`src/rtl/rsa_pkg.sv`:
```
// Shared encodings and helpers for the runtime-keyed RSA modular-exponentiation engine.
package rsa_pkg;

    typedef logic [2:0] state_t;

    localparam state_t S_IDLE      = 3'd0;
    localparam state_t S_TO_MONT   = 3'd1;
    localparam state_t S_SQR       = 3'd2;
    localparam state_t S_MUL       = 3'd3;
    localparam state_t S_FROM_MONT = 3'd4;
    localparam state_t S_OUT       = 3'd5;

    localparam logic MODE_ENC = 1'b0;
    localparam logic MODE_DEC = 1'b1;

    function automatic int calc_k(input int n_bit, input int logr);
        return n_bit / logr;
    endfunction

    function automatic bit digits_fit(input int n_bit, input int logr);
        return (n_bit % logr) == 0;
    endfunction

endpackage

```
`src/rtl/rsa_if.sv`:
```
// Host-side key, request and result signals of the modexp engine.
interface rsa_if #(
    parameter int N_BIT   = 12,
    parameter int LOGR    = 3,
    parameter int EXP_BIT = 12
);
    logic               key_load;
    logic [N_BIT-1:0]   key_n;
    logic [LOGR-1:0]    key_p;
    logic [N_BIT-1:0]   key_rmodn;
    logic [N_BIT-1:0]   key_r2modn;
    logic [EXP_BIT-1:0] key_e;
    logic [EXP_BIT-1:0] key_d;

    logic               in_valid;
    logic               in_ready;
    logic               in_mode;
    logic [N_BIT-1:0]   in_data;

    logic               out_valid;
    logic               out_ready;
    logic [N_BIT-1:0]   out_data;
    logic               out_err;
    logic               busy;

    modport master (
        output key_load, key_n, key_p, key_rmodn, key_r2modn, key_e, key_d,
        output in_valid, in_mode, in_data, out_ready,
        input  in_ready, out_valid, out_data, out_err, busy
    );

    modport slave (
        input  key_load, key_n, key_p, key_rmodn, key_r2modn, key_e, key_d,
        input  in_valid, in_mode, in_data, out_ready,
        output in_ready, out_valid, out_data, out_err, busy
    );
endinterface

```
`src/rtl/mont_mul.sv`:
```
// Radix-2^LOGR Montgomery multiplier: result = a*b*R^-1 mod n, valid while done pulses.
module mont_mul
    import rsa_pkg::*;
#(
    parameter int N_BIT = 12,
    parameter int LOGR  = 3
) (
    input  logic             clk,
    input  logic             rst_n,
    input  logic             start,
    input  logic [N_BIT-1:0] a,
    input  logic [N_BIT-1:0] b,
    input  logic [N_BIT-1:0] n,
    input  logic [LOGR-1:0]  p,
    output logic [N_BIT-1:0] result,
    output logic             done
);
    localparam int K  = calc_k(N_BIT, LOGR);
    localparam int TW = N_BIT + LOGR + 1;
    localparam int CW = (K > 1) ? $clog2(K) : 1;

    if (!digits_fit(N_BIT, LOGR)) begin : g_bad_radix
        $error("mont_mul: N_BIT must be a multiple of LOGR");
    end

    logic [N_BIT-1:0] a_q, b_q, n_q;
    logic [LOGR-1:0]  p_q;
    logic [TW-1:0]    t_q;
    logic [CW-1:0]    cnt_q;
    logic             run_q;

    logic [TW-1:0]    t_add, t_red;
    logic [LOGR-1:0]  q;

    always_comb begin
        t_add = t_q + TW'(a_q[LOGR-1:0]) * TW'(b_q);
        q     = t_add[LOGR-1:0] * p_q;
        t_red = (t_add + TW'(q) * TW'(n_q)) >> LOGR;
    end

    // T stays below 2n, so one conditional subtract finishes the reduction.
    assign result = (t_q >= TW'(n_q)) ? N_BIT'(t_q - TW'(n_q)) : t_q[N_BIT-1:0];

    always_ff @(posedge clk) begin
        if (!rst_n) begin
            a_q   <= '0;
            b_q   <= '0;
            n_q   <= '0;
            p_q   <= '0;
            t_q   <= '0;
            cnt_q <= '0;
            run_q <= 1'b0;
            done  <= 1'b0;
        end else begin
            done <= 1'b0;
            if (start) begin
                a_q   <= a;
                b_q   <= b;
                n_q   <= n;
                p_q   <= p;
                t_q   <= '0;
                cnt_q <= CW'(K - 1);
                run_q <= 1'b1;
            end else if (run_q) begin
                t_q <= t_red;
                a_q <= a_q >> LOGR;
                if (cnt_q == '0) begin
                    run_q <= 1'b0;
                    done  <= 1'b1;
                end else begin
                    cnt_q <= cnt_q - CW'(1);
                end
            end
        end
    end
endmodule

```
`src/rtl/rsa_modexp_core.sv`:
```
// Runtime-keyed RSA modexp engine: left-to-right square-and-multiply in the Montgomery domain.
//   state       | meaning
//   IDLE        | in_ready high; key writes and requests accepted
//   TO_MONT     | xm = MM(x, R^2 mod n)
//   SQR         | acc = MM(acc, acc) for the current exponent bit
//   MUL         | acc = MM(acc, xm), kept only when the bit is 1
//   FROM_MONT   | result = MM(acc, 1)
//   OUT         | out_valid held until out_ready
module rsa_modexp_core
    import rsa_pkg::*;
#(
    parameter int N_BIT      = 12,
    parameter int LOGR       = 3,
    parameter int EXP_BIT    = 12,
    parameter int CONST_TIME = 0,
    parameter int N_DEF      = 3551,
    parameter int P_DEF      = 1,
    parameter int RMODN_DEF  = 545,
    parameter int R2MODN_DEF = 2292,
    parameter int E_DEF      = 5,
    parameter int D_DEF      = 1373
) (
    input  logic clk,
    input  logic rst_n,
    rsa_if.slave bus
);
    localparam int BW = (EXP_BIT > 1) ? $clog2(EXP_BIT) : 1;

    state_t             state_q;
    logic [N_BIT-1:0]   n_q, rmodn_q, r2modn_q;
    logic [LOGR-1:0]    p_q;
    logic [EXP_BIT-1:0] e_q, d_q, exp_q;
    logic [N_BIT-1:0]   x_q, xm_q, acc_q, out_data_q;
    logic [BW-1:0]      bit_cnt_q;
    logic               issued_q, out_valid_q, out_err_q;

    logic               key_we, accept, compute, mm_start, mm_done, bit_now, last_bit;
    logic [N_BIT-1:0]   n_eff, mm_a, mm_b, mm_res;
    logic [EXP_BIT-1:0] exp_sel;

    assign compute  = state_q inside {S_TO_MONT, S_SQR, S_MUL, S_FROM_MONT};
    assign key_we   = bus.key_load && (state_q == S_IDLE) && !out_valid_q;
    assign accept   = bus.in_valid && (state_q == S_IDLE);
    assign mm_start = compute && !issued_q;
    assign bit_now  = exp_q[EXP_BIT-1];
    assign last_bit = (bit_cnt_q == '0);

    // A key written in the accept cycle applies to that same request.
    assign n_eff   = key_we ? bus.key_n : n_q;
    assign exp_sel = (bus.in_mode == MODE_DEC) ? (key_we ? bus.key_d : d_q)
                                               : (key_we ? bus.key_e : e_q);

    always_comb begin
        mm_a = acc_q;
        mm_b = acc_q;
        case (state_q)
            S_TO_MONT:   begin mm_a = x_q; mm_b = r2modn_q; end
            S_MUL:       mm_b = xm_q;
            S_FROM_MONT: mm_b = N_BIT'(1);
            default:     begin end
        endcase
    end

    mont_mul #(.N_BIT(N_BIT), .LOGR(LOGR)) u_mm (
        .clk    (clk),
        .rst_n  (rst_n),
        .start  (mm_start),
        .a      (mm_a),
        .b      (mm_b),
        .n      (n_q),
        .p      (p_q),
        .result (mm_res),
        .done   (mm_done)
    );

    always_ff @(posedge clk) begin
        if (!rst_n) begin
            state_q     <= S_IDLE;
            n_q         <= N_BIT'(N_DEF);
            p_q         <= LOGR'(P_DEF);
            rmodn_q     <= N_BIT'(RMODN_DEF);
            r2modn_q    <= N_BIT'(R2MODN_DEF);
            e_q         <= EXP_BIT'(E_DEF);
            d_q         <= EXP_BIT'(D_DEF);
            exp_q       <= '0;
            x_q         <= '0;
            xm_q        <= '0;
            acc_q       <= '0;
            bit_cnt_q   <= '0;
            issued_q    <= 1'b0;
            out_valid_q <= 1'b0;
            out_err_q   <= 1'b0;
            out_data_q  <= '0;
        end else begin
            if (key_we) begin
                n_q      <= bus.key_n;
                p_q      <= bus.key_p;
                rmodn_q  <= bus.key_rmodn;
                r2modn_q <= bus.key_r2modn;
                e_q      <= bus.key_e;
                d_q      <= bus.key_d;
            end
            if (mm_start) issued_q <= 1'b1;
            if (mm_done)  issued_q <= 1'b0;

            case (state_q)
                S_IDLE: if (accept) begin
                    x_q       <= bus.in_data;
                    exp_q     <= exp_sel;
                    acc_q     <= key_we ? bus.key_rmodn : rmodn_q;
                    bit_cnt_q <= BW'(EXP_BIT - 1);
                    if (bus.in_data >= n_eff) begin
                        out_valid_q <= 1'b1;
                        out_err_q   <= 1'b1;
                        out_data_q  <= '0;
                        state_q     <= S_OUT;
                    end else begin
                        state_q <= S_TO_MONT;
                    end
                end
                S_TO_MONT: if (mm_done) begin
                    xm_q    <= mm_res;
                    state_q <= S_SQR;
                end
                S_SQR: if (mm_done) begin
                    acc_q <= mm_res;
                    if (CONST_TIME != 0 || bit_now) begin
                        state_q <= S_MUL;
                    end else if (last_bit) begin
                        state_q <= S_FROM_MONT;
                    end else begin
                        bit_cnt_q <= bit_cnt_q - BW'(1);
                        exp_q     <= exp_q << 1;
                    end
                end
                S_MUL: if (mm_done) begin
                    if (bit_now) acc_q <= mm_res;
                    if (last_bit) begin
                        state_q <= S_FROM_MONT;
                    end else begin
                        bit_cnt_q <= bit_cnt_q - BW'(1);
                        exp_q     <= exp_q << 1;
                        state_q   <= S_SQR;
                    end
                end
                S_FROM_MONT: if (mm_done) begin
                    out_data_q  <= mm_res;
                    out_err_q   <= 1'b0;
                    out_valid_q <= 1'b1;
                    state_q     <= S_OUT;
                end
                S_OUT: if (bus.out_ready) begin
                    out_valid_q <= 1'b0;
                    state_q     <= S_IDLE;
                end
                default: state_q <= S_IDLE;
            endcase
        end
    end

    assign bus.in_ready  = (state_q == S_IDLE);
    assign bus.out_valid = out_valid_q;
    assign bus.out_data  = out_data_q;
    assign bus.out_err   = out_err_q;
    assign bus.busy      = compute;
endmodule
```
`src/flat_wrapper.sv`:
```
// flat-port wrapper written by rule: the top's interface ports become plain ports
module rsa_modexp_core_flat import rsa_pkg::*;
#(
    parameter int N_BIT      = 12,
    parameter int LOGR       = 3,
    parameter int EXP_BIT    = 12,
    parameter int CONST_TIME = 0,
    parameter int N_DEF      = 3551,
    parameter int P_DEF      = 1,
    parameter int RMODN_DEF  = 545,
    parameter int R2MODN_DEF = 2292,
    parameter int E_DEF      = 5,
    parameter int D_DEF      = 1373
)
  (clk, rst_n, bus_key_load, bus_key_n, bus_key_p, bus_key_rmodn, bus_key_r2modn, bus_key_e, bus_key_d, bus_in_valid, bus_in_mode, bus_in_data, bus_out_ready, bus_in_ready, bus_out_valid, bus_out_data, bus_out_err, bus_busy);
  rsa_if #(.N_BIT(N_BIT), .LOGR(LOGR), .EXP_BIT(EXP_BIT)) bus_i ();
  input  logic clk;
  input  logic rst_n;
  input wire logic [$bits(bus_i.key_load)-1:0] bus_key_load;
  input wire logic [$bits(bus_i.key_n)-1:0] bus_key_n;
  input wire logic [$bits(bus_i.key_p)-1:0] bus_key_p;
  input wire logic [$bits(bus_i.key_rmodn)-1:0] bus_key_rmodn;
  input wire logic [$bits(bus_i.key_r2modn)-1:0] bus_key_r2modn;
  input wire logic [$bits(bus_i.key_e)-1:0] bus_key_e;
  input wire logic [$bits(bus_i.key_d)-1:0] bus_key_d;
  input wire logic [$bits(bus_i.in_valid)-1:0] bus_in_valid;
  input wire logic [$bits(bus_i.in_mode)-1:0] bus_in_mode;
  input wire logic [$bits(bus_i.in_data)-1:0] bus_in_data;
  input wire logic [$bits(bus_i.out_ready)-1:0] bus_out_ready;
  output wire logic [$bits(bus_i.in_ready)-1:0] bus_in_ready;
  output wire logic [$bits(bus_i.out_valid)-1:0] bus_out_valid;
  output wire logic [$bits(bus_i.out_data)-1:0] bus_out_data;
  output wire logic [$bits(bus_i.out_err)-1:0] bus_out_err;
  output wire logic [$bits(bus_i.busy)-1:0] bus_busy;
  assign bus_i.key_load = bus_key_load;
  assign bus_i.key_n = bus_key_n;
  assign bus_i.key_p = bus_key_p;
  assign bus_i.key_rmodn = bus_key_rmodn;
  assign bus_i.key_r2modn = bus_key_r2modn;
  assign bus_i.key_e = bus_key_e;
  assign bus_i.key_d = bus_key_d;
  assign bus_i.in_valid = bus_in_valid;
  assign bus_i.in_mode = bus_in_mode;
  assign bus_i.in_data = bus_in_data;
  assign bus_i.out_ready = bus_out_ready;
  assign bus_in_ready = bus_i.in_ready;
  assign bus_out_valid = bus_i.out_valid;
  assign bus_out_data = bus_i.out_data;
  assign bus_out_err = bus_i.out_err;
  assign bus_busy = bus_i.busy;
  rsa_modexp_core #(.N_BIT(N_BIT), .LOGR(LOGR), .EXP_BIT(EXP_BIT), .CONST_TIME(CONST_TIME), .N_DEF(N_DEF), .P_DEF(P_DEF), .RMODN_DEF(RMODN_DEF), .R2MODN_DEF(R2MODN_DEF), .E_DEF(E_DEF), .D_DEF(D_DEF)) u_core (.clk(clk), .rst_n(rst_n), .bus(bus_i));
endmodule
```
`config.mk`:
```
export PLATFORM = sky130hd
export DESIGN_NAME = rsa_modexp_core_flat
export DESIGN_NICKNAME = d
export VERILOG_FILES = /design/src/rtl/rsa_pkg.sv /design/src/rtl/rsa_if.sv /design/src/rtl/mont_mul.sv /design/src/rtl/rsa_modexp_core.sv /design/src/flat_wrapper.sv
export SDC_FILE = /design/constraint.sdc
export NUM_CORES = 1
export LEC_CHECK = 0
export CORE_ASPECT_RATIO = 0.6
export CORE_MARGIN = 5
export CORE_UTILIZATION = 40
export DETAILED_ROUTE_END_ITERATION = 10
export GPL_TIMING_DRIVEN = 1
export PLACE_DENSITY = 0.61
export SYNTH_ARGS = -nofsm -noshare
export SYNTH_HDL_FRONTEND = slang
export SYNTH_SLANG_ARGS = --single-unit
```
`constraint.sdc`:
```
create_clock -name clk -period 6 [get_ports clk]
set_clock_uncertainty 0.05 [all_clocks]
set_input_delay 0.9 -clock clk [delete_from_list [all_inputs] [get_ports clk]]
set_output_delay 0.9 -clock clk [all_outputs]
set_load 0.005 [all_outputs]
```
### M1 wires

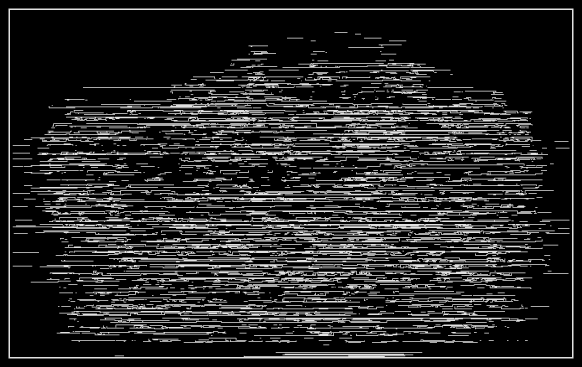
nets with wire on the layer	1,569
longest straight run	68.1 um

### Met2 routing

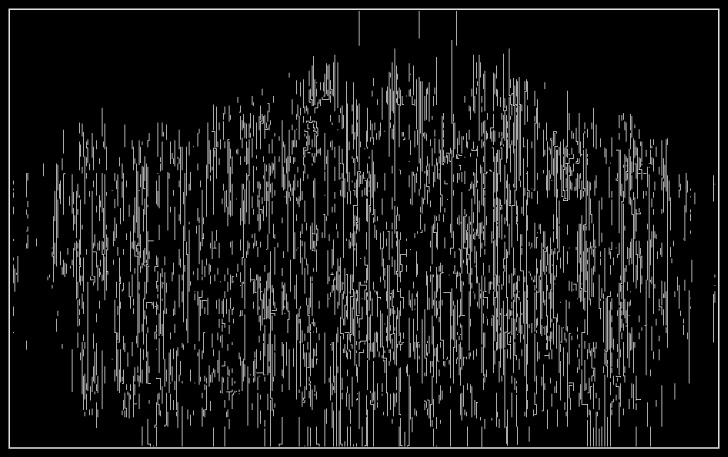
nets with wire on the layer	1,322
longest straight run	55.4 um
share of all routed wire	37%

### Met3 routing

The bar under the picture is 50 um long.
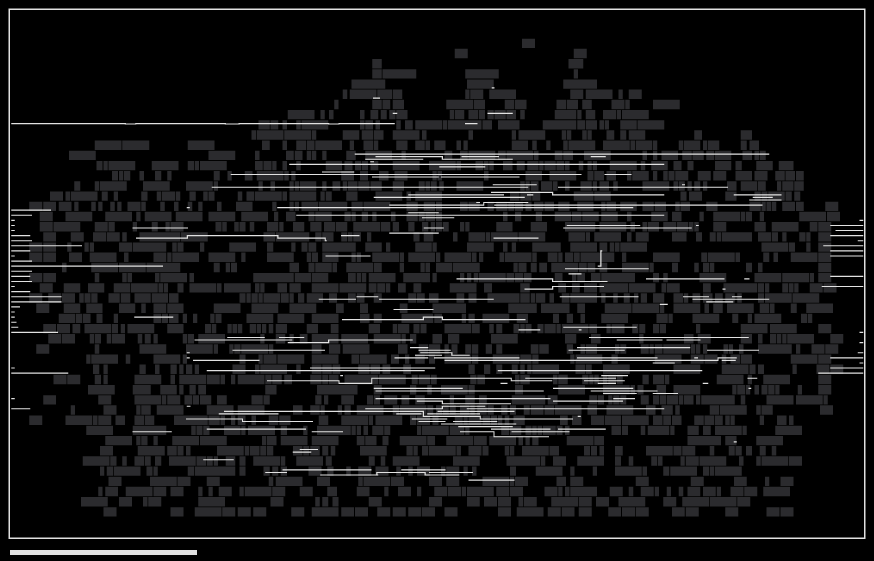
wire length on this layer	3,390 um
share of all routed wire	9.7%
nets with wire on the layer	147
longest straight run	110 um
main direction	horizontal

==> metrics.yaml <==
rows: 47
cts_sinks: 189
power_density_nw_per_um2: 465
antenna_cells: 0
r2r_start: "u_core.u_mm.b_q[2]"
finalWeightedCongestion: 0.872
vias: 9970
top_cells_by_area: "dfxtp_1, fa_1, ha_1"
leakagePower_nw: 5.54
grt_start_max_net_pins: 69
comb-power_w: 0.00321
timing.final.ws_setup_ps: 29.2
die_h_um: 141
p_clk_w: 0.00124
endpoint: "u_core.u_mm.t_q[12]"
fp_util: 0.410
syn_avg_cell_area_um2: 8.26
whs_ps: 400
core_um2: 27800
top_area_frac: 0.332
fillers: 2688
maxCapViolCount: 0
status: "complete, no violations"
r2r_end: "u_core.u_mm.t_q[12]"
final-setup-viol-count: 0
ys_types: 67
clk_latency_ps: 450
endpoint_kind: "register"
hold_path_startpoint: "u_core.r2modn_q[10]"
finalHoldViolations: 0
yosys_cells: 1381
crit_family: "adder cells"
cpPeakStageDelay_ps: 600
reg2reg_slack_ps: 30
tightestPinTransition_ps: 1230
arrival_ps: 6250
p_int_w: 0.00348
### M4 wires

The bar under the picture is 50 um long.
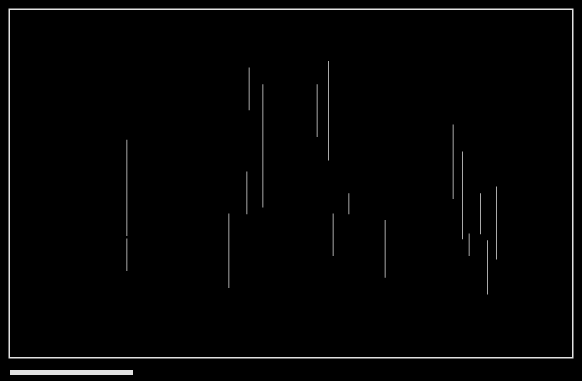
wire length on this layer	416 um
main direction	vertical

### Congestion heat map

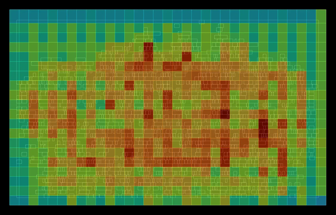
busiest grt layer: met1
routed length per instance: 19.0 um
final core utilization: 0.488
GR met1 Demand/Resource: 0.351
Total GRT Usage: 0.217

per-stage QoR:
stage | total power (W) | utilization | instances
global route | 0.00675 | 0.488 | 1839
finish | 0.00632 | 0.488 | 1839
global placement | 0.00495 | 0.458 | 1797
floorplan | 0.00404 | - | 1381
detailed placement | 0.00499 | 0.458 | 1797
CTS | 0.00626 | 0.485 | 1837
final cells by class:
cell class	count	area, um2	area share
sequential	189	3800	0.280
clock buffer	18	439	0.0324
tap	367	459	0.0338
multi-input combinational	1000	7000	0.516
timing repair buffer	135	1250	0.0920
inverter	116	437	0.0322
clock inverter	14	188	0.0138
routing by layer:
metal | GRT usage | vias up
met5 | 0 | -
met4 | 0.0391 | 0
met3 | 0.0651 | 36
met2 | 0.278 | 332
met1 | 0.351 | 4760
li1 | - | 4842
Power is estimated from default activity; no workload was simulated.
